File: config.mk
export PLATFORM = sky130hd
export DESIGN_NAME = wm_ctrl_flat
export DESIGN_NICKNAME = d
export VERILOG_FILES = /design/src/rtl/wm_ctrl_if.sv /design/src/rtl/wm_ctrl.sv /design/src/flat_wrapper.sv
export SDC_FILE = /design/constraint.sdc
export NUM_CORES = 1
export LEC_CHECK = 0
export CORE_ASPECT_RATIO = 1.25
export CORE_MARGIN = 5
export CORE_UTILIZATION = 29
export CTS_CLUSTER_SIZE = 10
export DETAILED_ROUTE_END_ITERATION = 16
export SETUP_SLACK_MARGIN = 0.5
export SYNTH_ARGS = -nofsm -noshare
export SYNTH_HDL_FRONTEND = slang
export SYNTH_SLANG_ARGS = --single-unit
File: constraint.sdc
create_clock -name clk -period 2.4 [get_ports clk]
set_clock_uncertainty 0.15 [all_clocks]
set_input_delay 0.48 -clock clk [delete_from_list [all_inputs] [get_ports clk]]
set_output_delay 0.48 -clock clk [all_outputs]
set_load 0.005 [all_outputs]
File: src/rtl/wm_ctrl_if.sv
// Data-memory write bus between the store controller (master) and memory (slave).
// Shared opcode and lane-width macros live here so every user sees one definition.
`ifndef OpcodeWidth
`define OpcodeWidth 6
`endif
`ifndef ByteSlctWidth
`define ByteSlctWidth 4
`endif
`ifndef MIPS_SB
`define MIPS_SB 6'b101000
`endif
`ifndef MIPS_SH
`define MIPS_SH 6'b101001
`endif
`ifndef MIPS_SW
`define MIPS_SW 6'b101011
`endif

interface wm_ctrl_if #(
   parameter int ADDR_W = 32,
   parameter int DATA_W = 32
);
   logic                      mem_req;
   logic                      mem_we;
   logic [ADDR_W-1:0]         mem_addr;
   logic [`ByteSlctWidth-1:0] mem_byte_slct;
   logic [DATA_W-1:0]         mem_wdata;
   logic                      mem_ack;

   modport master (
      output mem_req,
      output mem_we,
      output mem_addr,
      output mem_byte_slct,
      output mem_wdata,
      input  mem_ack
   );

   modport slave (
      input  mem_req,
      input  mem_we,
      input  mem_addr,
      input  mem_byte_slct,
      input  mem_wdata,
      output mem_ack
   );
endinterface

File: src/rtl/wm_ctrl.sv
// MEM-stage store controller: alignment check, big-endian lane steering and a
// req/ack write handshake that stalls the pipeline until ack, timeout or exception.
module wm_ctrl #(
   parameter int ADDR_W      = 32,
   parameter int DATA_W      = 32,
   parameter int ACK_TIMEOUT = 16
) (
   input  logic                    clk,
   input  logic                    rst,
   input  logic                    st_valid,
   input  logic [`OpcodeWidth-1:0] opcode,
   input  logic [ADDR_W-1:0]       st_addr,
   input  logic [DATA_W-1:0]       st_data,
   output logic                    stall,
   output logic                    done,
   output logic                    excp_ades,
   output logic                    bus_err,
   wm_ctrl_if.master               bus
);
   localparam int                NUM_LANES = DATA_W / 8;
   localparam int                CNT_W     = $clog2(ACK_TIMEOUT);
   localparam logic [CNT_W-1:0]  CNT_LAST  = CNT_W'(ACK_TIMEOUT - 1);

   typedef enum logic {
      IDLE = 1'b0,
      REQ  = 1'b1
   } state_t;

   state_t                     r_state;
   state_t                     w_state;
   logic [CNT_W-1:0]           r_cnt;
   logic [CNT_W-1:0]           w_cnt;
   logic                       r_req;
   logic [ADDR_W-1:0]          r_addr;
   logic [`ByteSlctWidth-1:0]  r_slct;
   logic [DATA_W-1:0]          r_wdata;

   logic                       w_is_sb;
   logic                       w_is_sh;
   logic                       w_is_sw;
   logic                       w_is_store;
   logic                       w_misaligned;
   logic                       w_accept;
   logic                       w_release;
   logic [`ByteSlctWidth-1:0]  w_slct;
   logic [DATA_W-1:0]          w_wdata;

   assign w_is_sb    = (opcode == `MIPS_SB);
   assign w_is_sh    = (opcode == `MIPS_SH);
   assign w_is_sw    = (opcode == `MIPS_SW);
   assign w_is_store = st_valid & (w_is_sb | w_is_sh | w_is_sw);

   assign w_misaligned = (w_is_sh & st_addr[0]) |
                         (w_is_sw & (st_addr[1:0] != 2'b00));

   // Lane gi covers st bits [8*gi+7:8*gi]; lane 3 is the lowest byte address.
   generate
      for (genvar gi = 0; gi < NUM_LANES; gi++) begin : g_lane
         localparam logic [1:0] SB_OFS  = 2'(NUM_LANES - 1 - gi);
         localparam logic       HI_HALF = (gi >= NUM_LANES / 2);

         assign w_slct[gi] = w_is_sw |
                             (w_is_sh & (st_addr[1] ^ HI_HALF)) |
                             (w_is_sb & (st_addr[1:0] == SB_OFS));

         assign w_wdata[8*gi +: 8] = !w_slct[gi] ? 8'h00 :
                                     w_is_sw     ? st_data[8*gi +: 8] :
                                     w_is_sh     ? st_data[8*(gi%2) +: 8] :
                                                   st_data[7:0];
      end
   endgenerate

   always_comb begin
      w_state   = r_state;
      w_cnt     = r_cnt;
      w_accept  = 1'b0;
      w_release = 1'b0;
      stall     = 1'b0;
      done      = 1'b0;
      excp_ades = 1'b0;
      bus_err   = 1'b0;
      if (!rst) begin
         case (r_state)
            IDLE: begin
               if (w_is_store) begin
                  if (w_misaligned) begin
                     excp_ades = 1'b1;
                  end else begin
                     stall    = 1'b1;
                     w_accept = 1'b1;
                     w_cnt    = '0;
                     w_state  = REQ;
                  end
               end
            end
            REQ: begin
               // Ack takes priority over a simultaneous timeout.
               if (bus.mem_ack) begin
                  done      = 1'b1;
                  w_release = 1'b1;
                  w_state   = IDLE;
               end else if (r_cnt == CNT_LAST) begin
                  bus_err   = 1'b1;
                  w_release = 1'b1;
                  w_state   = IDLE;
               end else begin
                  stall = 1'b1;
                  w_cnt = r_cnt + CNT_W'(1);
               end
            end
            default: w_state = IDLE;
         endcase
      end
   end

   always_ff @(posedge clk) begin
      if (rst) begin
         r_state <= IDLE;
         r_cnt   <= '0;
         r_req   <= 1'b0;
         r_addr  <= '0;
         r_slct  <= '0;
         r_wdata <= '0;
      end else begin
         r_state <= w_state;
         r_cnt   <= w_cnt;
         if (w_accept) begin
            r_req   <= 1'b1;
            r_addr  <= {st_addr[ADDR_W-1:2], 2'b00};
            r_slct  <= w_slct;
            r_wdata <= w_wdata;
         end else if (w_release) begin
            r_req <= 1'b0;
         end
      end
   end

   assign bus.mem_req       = r_req;
   assign bus.mem_we        = r_req;
   assign bus.mem_addr      = r_addr;
   assign bus.mem_byte_slct = r_slct;
   assign bus.mem_wdata     = r_wdata;

endmodule

File: src/flat_wrapper.sv
// flat-port wrapper written by rule: the top's interface ports become plain ports
module wm_ctrl_flat 
#(
   parameter int ADDR_W      = 32,
   parameter int DATA_W      = 32,
   parameter int ACK_TIMEOUT = 16
)
  (clk, rst, st_valid, opcode, st_addr, st_data, stall, done, excp_ades, bus_err, bus_mem_req, bus_mem_we, bus_mem_addr, bus_mem_byte_slct, bus_mem_wdata, bus_mem_ack);
  wm_ctrl_if #(.ADDR_W(ADDR_W), .DATA_W(DATA_W)) bus_i ();
  input  logic clk;
  input  logic rst;
  input  logic st_valid;
  input  logic [`OpcodeWidth-1:0] opcode;
  input  logic [ADDR_W-1:0] st_addr;
  input  logic [DATA_W-1:0] st_data;
  output logic stall;
  output logic done;
  output logic excp_ades;
  output logic bus_err;
  output wire logic [$bits(bus_i.mem_req)-1:0] bus_mem_req;
  output wire logic [$bits(bus_i.mem_we)-1:0] bus_mem_we;
  output wire logic [$bits(bus_i.mem_addr)-1:0] bus_mem_addr;
  output wire logic [$bits(bus_i.mem_byte_slct)-1:0] bus_mem_byte_slct;
  output wire logic [$bits(bus_i.mem_wdata)-1:0] bus_mem_wdata;
  input wire logic [$bits(bus_i.mem_ack)-1:0] bus_mem_ack;
  assign bus_mem_req = bus_i.mem_req;
  assign bus_mem_we = bus_i.mem_we;
  assign bus_mem_addr = bus_i.mem_addr;
  assign bus_mem_byte_slct = bus_i.mem_byte_slct;
  assign bus_mem_wdata = bus_i.mem_wdata;
  assign bus_i.mem_ack = bus_mem_ack;
  wm_ctrl #(.ADDR_W(ADDR_W), .DATA_W(DATA_W), .ACK_TIMEOUT(ACK_TIMEOUT)) u_core (.clk(clk), .rst(rst), .st_valid(st_valid), .opcode(opcode), .st_addr(st_addr), .st_data(st_data), .stall(stall), .done(done), .excp_ades(excp_ades), .bus_err(bus_err), .bus(bus_i));
endmodule
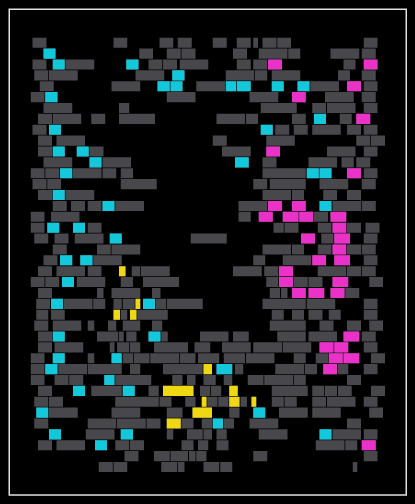
Figure 1: run 1, logic cells by family.
Drawn at 4 px/µm.
[non-inverting ao/oa cells] cyan | cells: 48 | where: all over the die
[nand cells] yellow | cells: 12 | where: bottom center
[mux cells] magenta | cells: 32
logic share of the area: 26.2%
non-filler cells in the finished layout: 536
top logic cell by instance count in the layout: sky130_fd_sc_hd__clkdlybuf4s50_1

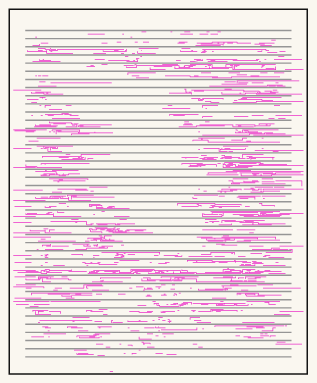
Figure 2: run 1, metal 1.
Drawn at 3 px/µm. Supply wires on this layer in gray.
main direction: horizontal
wire length on this layer: 3850 µm
nets with wire on the layer: 420
share of all routed wire: 43%
longest straight run: 25.8 µm
met1 routing resource usage after global routing: 18.0%
overall routed net length: 8860 µm
count of vias placed by the detailed router: 2553

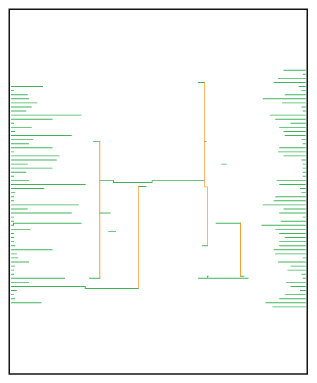
Figure 3: run 1, wiring by layer.
Drawn at 3 px/µm. Only two layers are drawn.
[M3] green | wire length: 873 µm
[M4] orange | wire length: 153 µm
gr usage total: 14.8%
routed len/inst: 16.5 µm

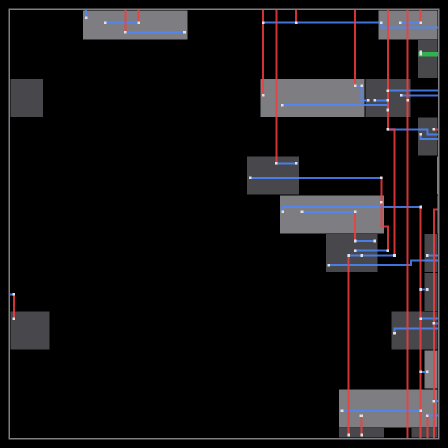
Figure 4: run 1, zoomed window.
Window x 34 to 64, y 70 to 100 µm. Cells in gray, sequential cells in the stronger gray; small squares are vias.
[M3] green
[M1] blue
[M2] red
cells with their middle in the window: 9
most frequent: dfxtp_1 (5), clkdlybuf4s50_1 (2)
netlist names of flops here include: u_core.bus.mem_wdata (3)
sequential cells in the window: 5

==> run summary, run 1 <==
From the run reports.

- The flow ran to the end, and the final reports show no timing, DRC or antenna violations.
- The layer carrying the most global-route usage reads met2.
- The setup slack of the critical path after layout is 0.228 ns.
- The startpoint of the lowest-slack register-to-register path reads u_core.r_state.
- The endpoint of the worst hold path is reported as u_core.bus.mem_wdata[10].
- The post-CTS clock slew at the launch and capture registers of the worst setup and hold paths is 0.05 ns.
- The path length in cells of the critical path reads 7.
- The routability congestion estimate from global placement reads 0.792.
- The critical path endpoint category reads an output port.
- The area of placed instances is 4600 µm².
- The endpoint of the worst-slack reg-to-reg timing path is u_core.bus.mem_wdata[25].
- For this run, the detailed router reports a per-instance via density of 4.76.
- The number of buffers added by the clock tree synthesis step reads 9.
- The area occupied by registers is 1450 µm².
- The highest layer touched by signal routing is met4.
- The global-route wire length before repair is 14100 µm.
- The combinational gate power is 0.271 mW.
- The maximum achievable frequency reads 460 MHz.
- In this run the horizontal extent of the chip is 98.8 µm.
- The total of buffers placed on input and output ports is 145.
- The later pin in the worst-skew pair is clocked with a latency of 0.33 ns.
- The largest family of logic cells by area is AND-OR/OR-AND gates.
- The sequential cell area share reads 28.9%.
- Synthesis produced 236 cells.
- Setup repair after global routing could not meet its margin everywhere.
- The top cell family by delay on the critical path reads AND-OR/OR-AND gates.
- The Yosys warning count reads 0.
- For the worst setup path, the data required time is 1.77 ns.
- The number of well taps reads 126.
- The routed design uses 3980 µm of met2 wire.
- The tally of unique sky130hd cells used after synthesis is 42.
- In this run the worst setup path begins at opcode[4].
- The number of logged tool warnings reads 28.
- The number of buffer and inverter instances along the worst setup path is 3.
- The count of nets after finishing reads 480.
- The core region area is 9660 µm².
- The count of plain and timing-repair buffers in the layout is 177.
- The number of global-route vias before repair reads 2783.
- The share of total power consumed by net switching is 20.5%.
- The initial antenna violation count reads 0.
- Per the final report, the share of cell area in non-clock buffers is 34.6%.
- The placement row count reads 40.
- The largest driver fanout on the critical path is 2.
- The number of inserted filler cells in the final layout is 873.
- The arrival time at the worst endpoint is 1.54 ns.
- The final tally of setup violations reads 0.
- Of the cells placed in the final design, the portion with a size suffix greater than 1 is 21.5%.
- The part of the total power dissipated in sequential elements reads 40.1%.
- The met3 layer usage reported by global route reads 5.29%.
- The number of search-and-repair iterations in the first detailed-routing pass reads 4.
- The share of synthesized area spent on multiplexers is 11.5%.
- In the per-layer summary, the met1 wirelength comes to 3850 µm.
- In the finished layout, the clock tree contains a buffer count of 9.
- The global routing usage on met2 reads 23.4%.
- The power report lists cell-internal power as 2.39 mW.
- The sequential cell area fraction in the yosys report is 50.4%.
- The buffer count from post-CTS setup fixing is 4.
- The combinational share of power reads 9.0%.
- The multi-input gate count reads 143.
- Of all flip-flops after synthesis, the portion carrying an async set or reset was 0%.
- The mapped cell area reads 2860 µm².
- The critical setup path kind reads primary input to output port.
- The area taken by multi-input logic gates is 1320 µm².
- The cell with the largest stage delay on the worst path reads sky130_fd_sc_hd__and4bb_1.
- The cell total after placement is 514.
- The final cell area excluding filler cells reads 5010 µm².
- The area reported by Yosys stat reads 2860 µm².
- The area fraction in compound gates after synthesis reads 24.6%.
- The inverter count of the layout excluding clock inverters reads 2.
- The largest cell class by area is non-clock buffers.
- The sequential power reads 1.20 mW.
- The power per standard cell area reads 599 nW/µm².
- The fraction of power consumed by the clock network is 50.9%.
- Each instance of the synthesized netlist takes up on average 12.1 µm².
- The post-synth tally of flip-flops with integrated enable reads 0.
- The estimated wirelength of the detail-placed design is 6450 µm.
- The hold path depth reads 1.
- The number of top-level design ports reads 148.
- The detailed router finished its first iteration with 37 violations.
- The power report lists the clock group at 1.53 mW.
- The number of levels the H-tree was split into reads 3.
- STA classifies the critical path startpoint as a primary input.
- The count of hold-fix buffers inserted at cts reads 0.
- The type of the most critical hold path reads flip-flop to flip-flop.
- IR analysis of the VDD net gives a maximum drop of 0.361 mV.
- The post-detailed-route DRC marker count reads 0.
- The max-capacitance violation count is 0.
- Of the available clock period, the critical path in the final layout requires 90.5%.
- Overall power consumption after layout is estimated at 3.00 mW.
- The die footprint is 12000 µm².
- The number of flip-flops and latches reads 72.
- Per the final timing report, the hold violations number 0.
- The clock buffer and inverter area fraction after layout is 6.89%.
- The area share of fa/ha/maj cells after synthesis reads 0.437%.
- Measured along the y axis, the die boundary spans 121 µm.
- Subtracting the final worst setup slack from the clock period gives 2.17 ns.
- The script extracted a total leakage power of 2.02 nW.
- Cells fill 51.9% of the core in the end.
- The start point of the worst min-delay path is u_core.bus.mem_wdata[10].
- At the floorplan stage, the core utilization is reported as 29.6%.
- The simple-gate share of the synthesized area is 6.60%.
- Per STA, the worst path is made up of buf_6, and4bb_1, buf_4, nand3_2, a221oi_2, o21a_1, buf_2.
- The pin count of the biggest net entering global routing is 41.
- The largest stage delay on the critical path is 0.28 ns.
- TritonCTS built the clock tree.
- In the synthesized netlist the dominant register cell turns out to be sky130_fd_sc_hd__dfxtp_1.
- The final worst hold slack is 0.311 ns.
- The flip-flop count of the largest register, all copies and words added is 32.
==> run 1: Yosys cell counts (all sizes together) (2+ instances only) <==
| cell type | n | area, µm² |
|---|---|---|
| mux2 | 8 | 90.1 |
| nand3 | 4 | 20.0 |
| o2bb2ai | 24 | 210 |
| nand2b | 2 | 15.0 |
| and2 | 2 | 12.5 |
| a21oi | 3 | 15.0 |
| mux2i | 24 | 240 |
| inv | 2 | 7.51 |
| a31o | 2 | 17.5 |
| a21bo | 2 | 20.0 |
| and3 | 3 | 18.8 |
| a21o | 3 | 22.5 |
| nand2 | 4 | 17.5 |
| buf | 20 | 156 |
| xnor2 | 2 | 17.5 |
| dfxtp | 72 | 1440 |
| a22o | 39 | 342 |
==> inputs of run 2 (changes only) <==
CORE_MARGIN = 2   (was 5)
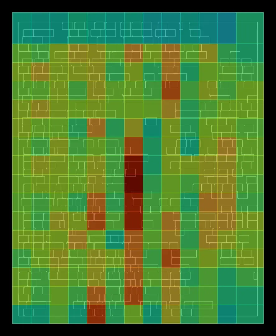
Figure 5: run 2, congestion heat map.
global route hottest layer: met2
routed len/inst: 16.2 µm
Global Route met3 Usage: 6.23%
gr usage total: 15.8%
met1 routing resource usage after global routing: 18.0%

==> run 2 against run 1 <==
Maximum frequency increased by 2.2%; critical path depth unchanged; non-clock buffer count decreased by 8; utilization decreased by 0.55 points; sequential power about the same; die size down 11%; wire length down 3.3%; sequential share of layout area up 0.39 points; synthesized cell count is the same; via count decreased by 0.12%; area after synthesis unchanged; critical path type unchanged; largest power group unchanged.
==> run summary, run 2 <==
From the run reports.

- The run finished with clean final reports.
- The max-capacitance violation count is 0 (unchanged).
- The share of total power consumed by net switching reads 21.7% (+1.3 points).
- The setup slack of the critical path after layout is 0.275 ns (+0.0474 ns).
- The sequential power reads 1.21 mW (about the same).
- The core region area is 9610 µm² (-0.52%).
- The clock buffer and inverter area fraction after layout reads 6.21% (-0.68 points).
- The number of logged tool warnings reads 28 (unchanged).
- The multi-input gate share of the layout cell area was 27.0% (+0.75 points).
- The area occupied by registers is 1450 µm² (-0.26%).
- The cell total after placement came to 508 (-1.2%).
- The final worst hold slack was 0.303 ns (-0.00764 ns).
- The flip-flop count of the largest register, all copies and words added is 32 (unchanged).
- The leading cell type in the layout, fill and taps excluded is sky130_fd_sc_hd__clkdlybuf4s50_1.
- The sequential cell area share is 29.3% (+0.39 points).
- The critical path endpoint category reads an output port.
- The final tally of setup violations reads 0 (unchanged).
- The number of top-level design ports reads 148 (unchanged).
- The placement row count is 40 (unchanged).
- The count of non-filler cells in the finished layout came to 529 (-1.3%).
- The detail-routed via count per cell reads 4.82 (+1.2%).
- The commonest cells after synthesis are 72 x sky130_fd_sc_hd__dfxtp_1, 39 x sky130_fd_sc_hd__a22o_1, 24 x sky130_fd_sc_hd__mux2i_1, 24 x sky130_fd_sc_hd__o2bb2ai_1.
- The estimated wirelength of the detail-placed design is 5930 µm (-7.9%).
- The area of placed instances was 4560 µm² (-0.71%).
- The synthesized instance count reads 236 (unchanged).
- The starting utilization of the core area was 29.8% (+0.15 points).
- The largest cell class by area reads non-clock buffers.
- The count of endpoints failing hold in the final timing report reads 0 (unchanged).
- The clock tree buffer count of the final layout is 10 (+1).
- The tally of unique sky130hd cells used after synthesis reads 42 (unchanged).
- The number of levels the H-tree was split into was 3 (unchanged).
- The initial antenna violation count is 0 (unchanged).
- The post-route fraction of the period consumed by the critical path is 88.5% (-2.0 points).
- The number of flip-flops and latches is 72 (unchanged).
- The static leakage is 1.97 nW (-2.5%).
- The number of inserted filler cells in the final layout is 871 (-0.23%).
- The count of nets after finishing reads 473 (-1.5%).
- The share of async-settable or async-resettable flops after synthesis is 0% (unchanged).
- The area share of fa/ha/maj cells after synthesis reads 0.437% (unchanged).
- The time the worst path needs with I/O delays and setup was 2.12 ns (-0.0474 ns).
- The post-synthesis area per instance reads 12.1 µm² (unchanged).
- The global-route wire length before repair is 13200 µm (-6.4%).
- The post-detailed-route DRC marker count reads 0 (unchanged).
- The top cell family by delay on the critical path is AND-OR/OR-AND gates.
- The number of buffers added by the clock tree synthesis step is 9 (unchanged).
- The most numerous cell in the Yosys netlist is sky130_fd_sc_hd__dfxtp_1.
- The post-synth tally of flip-flops with integrated enable reads 0 (unchanged).
- The global routing usage on met2 is 26.9% (+3.4 points).
- The routability congestion estimate from global placement was 0.724 (-8.5%).
- The met2 wirelength from detailed routing is 4200 µm (+5.5%).
- The horizontal extent of the die is 92.8 µm (-6.1%).
- The largest stage delay on the critical path came to 0.27 ns (about the same).
- The sequential cell area fraction in the yosys report is 50.4% (unchanged).
- The largest driver fanout on the critical path reads 2 (unchanged).
- The final cell area excluding filler cells was 4940 µm² (-1.6%).
- The core occupancy in the finished layout reads 51.4% (-0.55 points).
- Setup repair after global routing could not meet its margin everywhere.
- The area fraction in compound gates after synthesis is 24.6% (unchanged).
- The inverter count of the layout excluding clock inverters is 2 (unchanged).
- The critical path is of the primary input to output port type.
- The part of the total power dissipated in sequential elements is 42.8% (+2.7 points).
- The count of hold-fix buffers inserted at cts reads 0 (unchanged).
- The fraction of power consumed by the clock network is 47.6% (-3.3 points).
- The arrival time at the worst endpoint reads 1.49 ns (-0.05 ns).
- STA classifies the critical path startpoint as a primary input.
- The met1 wire length reads 3520 µm (-8.6%).
- The overall power of the completed layout is 2.82 mW (-6.1%).
- The count of plain and timing-repair buffers in the layout reads 169 (-4.5%).
- The simple-gate share of the synthesized area is 6.60% (unchanged).
- The number of search-and-repair iterations in the first detailed-routing pass reads 4 (unchanged).
- Sorting the Yosys area breakdown by cell type puts at the top sky130_fd_sc_hd__dfxtp_1.
- The commonest register cell is sky130_fd_sc_hd__dfxtp_1.
- The multi-input gate count is 144 (+0.70%).
- The internal power consumption reads 2.21 mW (-7.6%).
- The area reported by Yosys stat is 2860 µm² (unchanged).
- The DRC violation total after the first TritonRoute iteration reads 43 (+16%).
- The area share of the largest cell type after synthesis is 50.4% (unchanged).
- The die footprint was 10700 µm² (-11%).
-- run 2: cell types whose count changed in the layout (fill, tap and decap cells not counted), moves of 2 or more --
cell	previous run	this run
sky130_fd_sc_hd__bufinv_16	3	1
sky130_fd_sc_hd__buf_6	7	5
sky130_fd_sc_hd__buf_2	7	5
sky130_fd_sc_hd__buf_4	21	15
-- run 2: worst paths after layout --
path | slack (ns) | from | endpoint | cells past startpoint
worst max-delay path | 0.28 | opcode[4] | stall | 7
worst max register to register | 0.65 | u_core.r_state | u_core.bus.mem_byte_slct[2] | 6
worst min-delay path | 0.30 | u_core.bus.mem_byte_slct[0] | u_core.bus.mem_byte_slct[0] | 1
worst min register to register | 0.30 | u_core.bus.mem_byte_slct[0] | u_core.bus.mem_byte_slct[0] | 1
==> inputs of run 3 (changes only) <==
CORE_MARGIN = 3   (was 2)
TNS_END_PERCENT = 5   (was default)
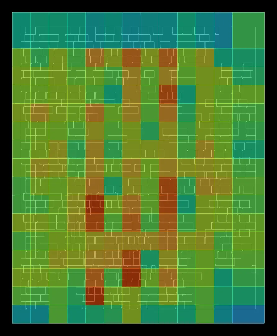
Figure 6: run 3, congestion heat map.
Global Route met3 Usage: 6.97%
met1 routing resource usage after global routing: 19.2%
Layout Utilization: 54.0%
gr usage total: 15.8%
routed len/inst: 16.8 µm

==> run 3 against run 2 <==
Synthesized cell count did not move; first-iteration DRC count rose by 56%; worst setup slack improved by 0.0020 ns; sequential power barely moved; die size rose by 3.9%; worst hold slack improved by 0.0020 ns; cell count rose by 1.7%; register-to-register slack got worse by 0.14 ns; sequential cell count did not move; largest power group unchanged; highest routed layer unchanged.
==> run summary, run 3 <==
From the run reports.

- The flow ran to the end, and the final reports show no timing, DRC or antenna violations.
- The share of async-settable or async-resettable flops after synthesis reads 0% (unchanged).
- The count of non-filler cells in the finished layout was 538 (+1.7%).
- The cell family contributing the most delay on the critical path is AND-OR/OR-AND gates.
- The area of placed instances reads 4570 µm² (+0.14%).
- The critical path is of the primary input to output port type.
- The post-route fraction of the period consumed by the critical path is 88.4% (about the same).
- The number of top-level design ports is 148 (unchanged).
- The number of levels the H-tree was split into is 3 (unchanged).
- The met2 wirelength from detailed routing was 4230 µm (+0.81%).
- The final cell area excluding filler cells reads 5060 µm² (+2.6%).
- The simple-gate share of the synthesized area reads 6.60% (unchanged).
- The internal power consumption reads 2.32 mW (+5.2%).
- The number of search-and-repair iterations in the first detailed-routing pass came to 6 (+2).
- The leading cell type in the layout, fill and taps excluded is sky130_fd_sc_hd__clkdlybuf4s50_1.
- The static leakage is 2.05 nW (+4.2%).
- The clock buffer and inverter area fraction after layout is 6.35% (+0.14 points).
- The global-route wire length before repair was 13400 µm (+1.4%).
- The count of hold-fix buffers inserted at cts was 0 (unchanged).
- The critical path endpoint category reads an output port.
- The arrival time at the worst endpoint was 1.49 ns (about the same).
- The layer carrying the most global-route usage is met2.
- The antenna diode count is 0.
- The number of buffers added by the clock tree synthesis step reads 9 (unchanged).
- The cell total after placement reads 508 (unchanged).
- The sequential cell area share came to 28.6% (-0.76 points).
- The core region area is 9370 µm² (-2.5%).
- The area fraction in compound gates after synthesis reads 24.6% (unchanged).
- The met1 wire length is 3860 µm (+9.6%).
- Setup repair after global routing could not meet its margin everywhere.
- The sequential cell area fraction in the yosys report is 50.4% (unchanged).
- The number of logged tool warnings is 28 (unchanged).
- The DRC violation total after the first TritonRoute iteration is 67 (+56%).
- The share of total power consumed by net switching reads 20.9% (-0.85 points).
- The post-synthesis area per instance came to 12.1 µm² (unchanged).
- The initial antenna violation count is 0 (unchanged).
- Looking at the cell usage after synthesis, the top flip-flop cell is sky130_fd_sc_hd__dfxtp_1.
- The number of inserted filler cells in the final layout came to 846 (-2.9%).
- The max-capacitance violation count reads 0 (unchanged).
- The post-detailed-route DRC marker count is 0 (unchanged).
- The timing report shows that the slowest cell on the worst path is sky130_fd_sc_hd__and4bb_1.
- The tally of unique sky130hd cells used after synthesis is 42 (unchanged).
- The count of plain and timing-repair buffers in the layout is 181 (+7.1%).
- The area share of fa/ha/maj cells after synthesis is 0.437% (unchanged).
- The multi-input gate share of the layout cell area is 26.3% (-0.71 points).
- The multi-input gate count is 144 (unchanged).
- The detail-routed via count per cell reads 4.73 (-1.9%).
- The placement row count was 39 (-2.5%).
- The area reported by Yosys stat is 2860 µm² (unchanged).
- Port buffering added 145 buffers.
- The global routing usage on met2 was 24.6% (-2.2 points).
- The sequential power reads 1.21 mW (about the same).
- The largest driver fanout on the critical path is 2 (unchanged).
- The starting utilization of the core area came to 30.5% (+0.76 points).
- The routability congestion estimate from global placement reads 0.705 (-2.6%).
- The clock tree buffer count of the final layout reads 10 (unchanged).
- The final tally of setup violations is 0 (unchanged).
- The overall power of the completed layout came to 2.93 mW (+4.1%).
- The peak supply drop is 0.344 mV.
- By count the netlist is led by 72 x sky130_fd_sc_hd__dfxtp_1, 39 x sky130_fd_sc_hd__a22o_1, 24 x sky130_fd_sc_hd__mux2i_1, 24 x sky130_fd_sc_hd__o2bb2ai_1.
- The time the worst path needs with I/O delays and setup reads 2.12 ns (-0.00201 ns).
- The count of nets after finishing reads 485 (+2.5%).
- The largest total area in the synthesized netlist belongs to sky130_fd_sc_hd__dfxtp_1.
- Ranked by total area, the top cell class in this layout is non-clock buffers.
- STA classifies the critical path startpoint as a primary input.
- The post-synth tally of flip-flops with integrated enable is 0 (unchanged).
- The part of the total power dissipated in sequential elements is 41.1% (-1.7 points).
- The final worst hold slack is 0.305 ns (+0.00199 ns).
- STA on the placed design reports a worst setup slack of -0.394 ns.
- The largest stage delay on the critical path is 0.27 ns (about the same).
- The area share of the largest cell type after synthesis is 50.4% (unchanged).
- The inverter count of the layout excluding clock inverters came to 2 (unchanged).
- The fraction of power consumed by the clock network reads 48.9% (+1.3 points).
- The estimated wirelength of the detail-placed design is 6030 µm (+1.6%).
- The area occupied by registers is 1450 µm² (about the same).
==> run 3: cell counts after synthesis <==
No cell type changed its count.
==> run 3: worst reg2reg max path: cells and delay by family (launching register included) <==
family / cells / cell delay (ns)
and+or+nand+nor: 2 / 0.50
AOI/OAI and AO/OA: 2 / 0.33
DFF: 1 / 0.45
buffers and inverters: 2 / 0.36
==> run 3: path summary, 6_finish.rpt <==
path,startpoint,to,slack (ns),cells after the start
min reg2reg,u_core.bus.mem_byte_slct[0],u_core.bus.mem_byte_slct[0],0.31,1
min,u_core.bus.mem_byte_slct[0],u_core.bus.mem_byte_slct[0],0.31,1
max,opcode[4],stall,0.28,7
max reg2reg,u_core.r_state,u_core.bus.mem_byte_slct[2],0.51,6
Power figures rest on the tool's default switching activity, not on a simulated workload.
